Figure 1. Where the registers sit.
(4 px per um) Other sequential cells in the stronger gray, the rest of the logic in the fainter gray.
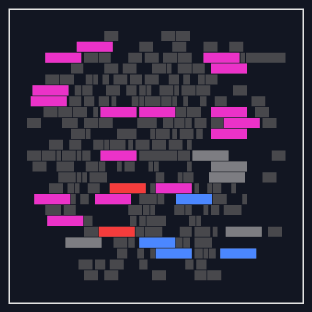
Figure 2. Floorplan with the power grid.
(4 px per um) Pins as bars on the die edge.
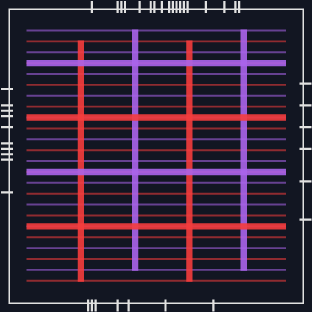
Figure 3. Cell area per tile.
(4 px per um) 7 x 7 tiles, from black (low) to pale yellow (high), 0 to 100% covered.
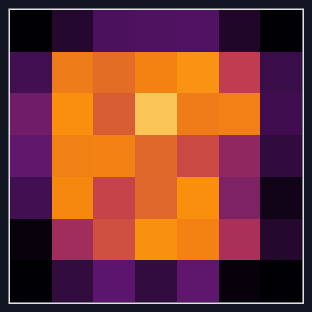
Figure 4. Signal wires on met2.
(4 px per um)
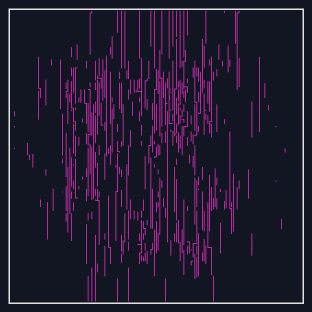
--- config.mk ---
export PLATFORM = sky130hd
export DESIGN_NAME = adaptive_bw_gearshift
export DESIGN_NICKNAME = d
export VERILOG_FILES = /design/src/rtl/dpll_pkg.sv /design/src/rtl/bw_sat_shift.sv /design/src/rtl/adaptive_bw_gearshift.sv
export SDC_FILE = /design/constraint.sdc
export NUM_CORES = 1
export LEC_CHECK = 0
export CAP_MARGIN = 30
export CORE_MARGIN = 4
export CORE_UTILIZATION = 40
export DETAILED_ROUTE_END_ITERATION = 8
export GPL_ROUTABILITY_DRIVEN = 0
export PLACE_DENSITY = 0.67
export SYNTH_ARGS = -nofsm -noshare
export SYNTH_HDL_FRONTEND = slang
export SYNTH_SLANG_ARGS = --single-unit
--- constraint.sdc ---
create_clock -name clk -period 4.2 [get_ports clk]
set_input_delay 0.84 -clock clk [delete_from_list [all_inputs] [get_ports clk]]
set_output_delay 0.84 -clock clk [all_outputs]
set_load 0.005 [all_outputs]
--- src/rtl/dpll_pkg.sv ---
// Shared DPLL definitions.
// Holds the default control-word width, the default gear count, the gear
// type sized from that count and the acquisition gear constant. Blocks that
// are instantiated with non-default sizes derive their own widths locally
// and cast ACQ_GEAR to their gear width.
package dpll_pkg;

    localparam int DEFAULT_W     = 16;
    localparam int DEFAULT_GEARS = 4;
    localparam int GEAR_WIDTH    = $clog2(DEFAULT_GEARS);

    typedef logic [GEAR_WIDTH-1:0] gear_t;

    localparam gear_t ACQ_GEAR = {GEAR_WIDTH{1'b0}};

endpackage

--- src/rtl/bw_sat_shift.sv ---
// Combinational loop-gain scaler.
// Gear 0 doubles the sample with saturation to the signed range; gear k>=1
// divides it by 2^k with an arithmetic right shift (rounds toward -inf).
// Ports:
//   control_in  signed input sample, W bits
//   gear        gear selecting the scale factor, GW bits
//   scaled      signed scaled sample, W bits
//   sat         1 when the gear-0 doubling clipped
module bw_sat_shift
    import dpll_pkg::*;
#(
    parameter int W  = DEFAULT_W,
    parameter int GW = GEAR_WIDTH
) (
    input  logic [W-1:0]  control_in,
    input  logic [GW-1:0] gear,
    output logic [W-1:0]  scaled,
    output logic          sat
);

    localparam logic [W-1:0]  POS_MAX = {1'b0, {(W-1){1'b1}}};
    localparam logic [W-1:0]  NEG_MIN = {1'b1, {(W-1){1'b0}}};
    localparam logic [GW-1:0] ACQ_G   = GW'(ACQ_GEAR);

    // Select saturating doubling or arithmetic right shift by gear.
    always_comb begin
        scaled = {W{1'b0}};
        sat    = 1'b0;
        if (gear == ACQ_G) begin
            // Doubling overflows exactly when the two top bits differ.
            if (control_in[W-1] != control_in[W-2]) begin
                sat = 1'b1;
                if (control_in[W-1]) begin
                    scaled = NEG_MIN;
                end else begin
                    scaled = POS_MAX;
                end
            end else begin
                scaled = {control_in[W-2:0], 1'b0};
            end
        end else begin
            scaled = $signed(control_in) >>> gear;
        end
    end

endmodule

--- src/rtl/adaptive_bw_gearshift.sv ---
// Dwell-qualified loop-gain gearbox between the DPLL loop filter and DCO.
// Locked valid samples climb the gear ladder one step per LOCK_DWELL run;
// UNLOCK_DWELL consecutive unlocked valid samples drop straight to gear 0.
// Each sample is scaled with the gear held before its own update.
// Ports:
//   clk, rst     rising-edge clock, asynchronous active-high reset
//   lock_status  raw lock indication
//   ctrl_valid   control_in holds a new sample
//   control_in   signed loop-filter sample
//   control_out  registered scaled sample (held when out_valid=0)
//   out_valid    control_out updated this cycle
//   gear         current gear
//   sat          the sample on control_out was clipped
//   gear_change  one-cycle pulse on each gear change
module adaptive_bw_gearshift
    import dpll_pkg::*;
#(
    parameter int W            = DEFAULT_W,
    parameter int GEARS        = DEFAULT_GEARS,
    parameter int LOCK_DWELL   = 8,
    parameter int UNLOCK_DWELL = 2
) (
    input  logic                     clk,
    input  logic                     rst,
    input  logic                     lock_status,
    input  logic                     ctrl_valid,
    input  logic [W-1:0]             control_in,
    output logic [W-1:0]             control_out,
    output logic                     out_valid,
    output logic [$clog2(GEARS)-1:0] gear,
    output logic                     sat,
    output logic                     gear_change
);

    localparam int GW  = $clog2(GEARS);
    localparam int LCW = $clog2(LOCK_DWELL + 1);
    localparam int UCW = $clog2(UNLOCK_DWELL + 1);

    localparam logic [GW-1:0]  ACQ_G       = GW'(ACQ_GEAR);
    localparam logic [GW-1:0]  TOP_GEAR    = GW'(GEARS - 1);
    localparam logic [LCW-1:0] LOCK_MAX    = LCW'(LOCK_DWELL);
    localparam logic [LCW-1:0] LOCK_LAST   = LCW'(LOCK_DWELL - 1);
    localparam logic [UCW-1:0] UNLOCK_MAX  = UCW'(UNLOCK_DWELL);
    localparam logic [UCW-1:0] UNLOCK_LAST = UCW'(UNLOCK_DWELL - 1);

    logic [GW-1:0]  gear_r,       gear_nxt_s;
    logic [LCW-1:0] lock_cnt_r,   lock_cnt_nxt_s;
    logic [UCW-1:0] unlock_cnt_r, unlock_cnt_nxt_s;
    logic           gear_change_r, gear_change_nxt_s;
    logic [W-1:0]   control_out_r;
    logic           out_valid_r;
    logic           sat_r;
    logic [W-1:0]   scaled_s;
    logic           sat_s;

    bw_sat_shift #(
        .W  (W),
        .GW (GW)
    ) u_scaler (
        .control_in (control_in),
        .gear       (gear_r),
        .scaled     (scaled_s),
        .sat        (sat_s)
    );

    // Gear ladder and dwell counters: next state from the current valid sample.
    always_comb begin
        gear_nxt_s        = gear_r;
        lock_cnt_nxt_s    = lock_cnt_r;
        unlock_cnt_nxt_s  = unlock_cnt_r;
        gear_change_nxt_s = 1'b0;
        if (ctrl_valid) begin
            if (lock_status) begin
                unlock_cnt_nxt_s = {UCW{1'b0}};
                // This sample completes the lock dwell.
                if (lock_cnt_r >= LOCK_LAST) begin
                    if (gear_r != TOP_GEAR) begin
                        gear_nxt_s        = gear_r + GW'(1);
                        lock_cnt_nxt_s    = {LCW{1'b0}};
                        gear_change_nxt_s = 1'b1;
                    end else begin
                        lock_cnt_nxt_s = LOCK_MAX;
                    end
                end else begin
                    lock_cnt_nxt_s = lock_cnt_r + LCW'(1);
                end
            end else begin
                lock_cnt_nxt_s = {LCW{1'b0}};
                // This sample completes the unlock dwell.
                if (unlock_cnt_r >= UNLOCK_LAST) begin
                    if (gear_r != ACQ_G) begin
                        gear_nxt_s        = ACQ_G;
                        unlock_cnt_nxt_s  = {UCW{1'b0}};
                        gear_change_nxt_s = 1'b1;
                    end else begin
                        unlock_cnt_nxt_s = UNLOCK_MAX;
                    end
                end else begin
                    unlock_cnt_nxt_s = unlock_cnt_r + UCW'(1);
                end
            end
        end else begin
            gear_change_nxt_s = 1'b0;
        end
    end

    // State and output registers; outputs hold while no sample arrives.
    always_ff @(posedge clk or posedge rst) begin
        if (rst) begin
            gear_r        <= {GW{1'b0}};
            lock_cnt_r    <= {LCW{1'b0}};
            unlock_cnt_r  <= {UCW{1'b0}};
            gear_change_r <= 1'b0;
            control_out_r <= {W{1'b0}};
            out_valid_r   <= 1'b0;
            sat_r         <= 1'b0;
        end else begin
            gear_r        <= gear_nxt_s;
            lock_cnt_r    <= lock_cnt_nxt_s;
            unlock_cnt_r  <= unlock_cnt_nxt_s;
            gear_change_r <= gear_change_nxt_s;
            out_valid_r   <= ctrl_valid;
            if (ctrl_valid) begin
                control_out_r <= scaled_s;
                sat_r         <= sat_s;
            end else begin
                control_out_r <= control_out_r;
                sat_r         <= sat_r;
            end
        end
    end

    assign control_out = control_out_r;
    assign out_valid   = out_valid_r;
    assign gear        = gear_r;
    assign sat         = sat_r;
    assign gear_change = gear_change_r;

endmodule

==> results.sh <==
# source this file to load flow results
export IMPL_area_leaders="dfrtp_1, mux2i_1, a22o_1"
export IMPL_row_count=23
export IMPL_path_max_fanout=22
export IMPL_clockRootBuffer="clkbuf_8"
export IMPL_post_dp_hpwl_um=2960
export IMPL_top_area_share_pct=39.8
export IMPL_grt_ovfl_total=0
export IMPL_setup_viol=0
export IMPL_pre_cts_ws_ps=1110
export IMPL_status="finished clean"
export IMPL_synth_cells=175
export IMPL_via_count=1478
export IMPL_relSlewSlack_pct=35.1
export IMPL_io_buffers=40
export IMPL_hold_viol=0
export IMPL_ys_area_mm2=0.00170
export IMPL_seq_area_um2=676
export IMPL_fin_ws_ps=1230
export IMPL_antenna_found_initial=0
export IMPL_grt_total_usage_pct=15.7
export IMPL_async_flop_share_pct=100
export IMPL_post_cts_buffers=0
export IMPL_yosys_warnings=0
export IMPL_syn_area_per_cell_um2=9.70
export IMPL_syn_num_nets=202
export IMPL_rsz0062_at_grt="false"
export IMPL_peakVddDrop_v=0.000275
export IMPL_cts_buffer_depth=2
export IMPL_via_per_inst=5.75
export IMPL_grt_start_max_net_pins=28
export IMPL_endpoint_kind="flip-flop"
export IMPL_ff_type="dfrtp_1"
export IMPL_clk_pin_slew_worst_paths_ps=90
export IMPL_grt_pass1_wl_um=6640
export IMPL_post_cts_resized=0
export IMPL_slew_violations=0
export IMPL_dr_first_iter_drc_count=132
export IMPL_fp_util_pct=41.8
export IMPL_fin_crit_ps=2970
export IMPL_critical_path_class="flip-flop to flip-flop"
export IMPL_largest_area_cell="dfrtp_1"
export IMPL_critPathLaunchType="flip-flop"
export IMPL_fin_crit_sh_pct=70.6
export IMPL_die_w_um=73.1
export IMPL_fillers=363
export IMPL_max_freq_ghz=0.337
export IMPL_worst_slew_pin_slew_ps=973
export IMPL_yosys_cells=175
export IMPL_layout_drive_gt1_share_pct=7.25
export IMPL_drv_cap=0
export IMPL_final_cells=257
export IMPL_required_ps=4360
export IMPL_final_nets=235
export IMPL_worstPathArrival_ps=3130
export IMPL_drtAntennaViolNets=0
export IMPL_ctsHtreeMaxLevel=1
export IMPL_drc=0
export IMPL_power_mw=1.32
export IMPL_finClkSkew_ps=3.01
export IMPL_die_y_um=73.1
export IMPL_grt_pass1_vias=1450
About Figure 1:
netlist name	color	sequential cells
`gear`	red	2
`lock_cnt_r`	blue	4
`control_out`	magenta	16
Layout Utilization: 53.2%
Seq/total area: 31.3%

About Figure 2:
net	color
VDD	purple
VSS	red
met5 straps	4
signal pins	41
met1 rails	24
rows	23
met4 straps	4

About Figure 3:
mean over tiles	39%
fullest tile	87%
nearly empty tiles	10%

About Figure 4:
main direction	vertical
share of all routed wire	46%

-- registers in the layout (all words and copies together), names as in the netlist --
register / cells
sat: 1
control_out: 16
lock_cnt_r: 4
gear: 2
out_valid: 1
gear_change: 1
unlock_cnt_r: 2
-- metal layers --
layer	GRT usage, %	up-vias	routed length, um
li1	-	711	-
met1	21.1	719	1970
met2	25.0	42	1880
met3	2.89	6	194
met4	5.94	0	65
met5	0	-	0
-- path summary, 6_finish.rpt --
| check | cells past startpoint | to | from |
|---|---|---|---|
| worst max-delay path | 5 | control_out[11]$_DFFE_PP0P_ | gear[0]$_DFFE_PP0P_ |
| worst max register to register | 5 | control_out[11]$_DFFE_PP0P_ | gear[0]$_DFFE_PP0P_ |
| worst min-delay path | 1 | control_out[3]$_DFFE_PP0P_ | control_out[3]$_DFFE_PP0P_ |
| max in group asynchronous | 3 | control_out[1]$_DFFE_PP0P_ | rst |
| min in group asynchronous | 2 | control_out[6]$_DFFE_PP0P_ | rst |
| worst min register to register | 1 | control_out[3]$_DFFE_PP0P_ | control_out[3]$_DFFE_PP0P_ |
-- stage by stage --
step | cell area [um2] | util [%] | hold slack [ps]
2_1_floorplan | 1700 | - | 478
6_report | 2160 | 53.2 | 513
5_1_grt | 2160 | 53.2 | 526
3_3_place_gp | 2080 | 51.4 | 491
4_1_cts | 2160 | 53.2 | 518
3_5_place_dp | 2110 | 52.1 | 496
-- cell families after synthesis --
group / Yosys count / synth area share, %
AOI/OAI and AO/OA: 56 / 23.8
buffers and inverters: 28 / 7.96
DFF: 27 / 39.8
muxes: 21 / 13.7
and+or+nand+nor: 36 / 9.51
adders and majority gates: 7 / 5.16
-- power by group --
group / leakage, nW / switching [mW] / total (mW) / internal [mW]
registers: 0.330 / 0.113 / 0.477 / 0.364
clock network: 0.0255 / 0.0826 / 0.149 / 0.0665
logic: 0.600 / 0.292 / 0.694 / 0.402
total: 0.955 / 0.488 / 1.32 / 0.833
-- cell usage after synthesis, types with 3 or more instances --
| master | count |
|---|---|
| nor2_1 | 4 |
| ha_1 | 7 |
| clkbuf_1 | 4 |
| inv_1 | 14 |
| a22o_1 | 10 |
| a222oi_1 | 3 |
| o21ai_0 | 4 |
| mux2i_1 | 15 |
| a21oi_1 | 13 |
| dfrtp_1 | 27 |
| mux2_2 | 5 |
| a31oi_1 | 3 |
| nor3_1 | 4 |
| nand2_1 | 20 |
| a22oi_1 | 9 |
| buf_2 | 6 |
-- worst max-delay path, stage by stage, from the launching register on --
cell and delay [ps]:
dfrtp_1 990, inv_1 150, ha_1 410, nor2_1 750, a222oi_1 230, mux2_2 320
-- cells in the final DEF (no fill, tap or decap), drive strengths merged, types with 2 or more instances in the layout --
cell type      count
or2                2
a22o              10
a22oi              9
clkbuf             3
o21a               2
o22ai              2
nor2               4
ha                 7
a222oi             3
clkdlybuf4s50     40
inv               14
nor3               4
a21oi             14
a31oi              3
mux2i             15
o21ai              4
nand4              2
mux2               5
dfrtp             27
buf                2
a311o              2
nand2             20
-- area by class of cell --
type                       count  area share (%)
clock buffer                   3            1.91
clock inverter                 1           0.232
inverter                      14            2.43
multi-input combinational    120            41.0
sequential                    27            31.3
tap                           50            2.90
timing repair buffer          42            20.2
Power is estimated from default activity; no workload was simulated.
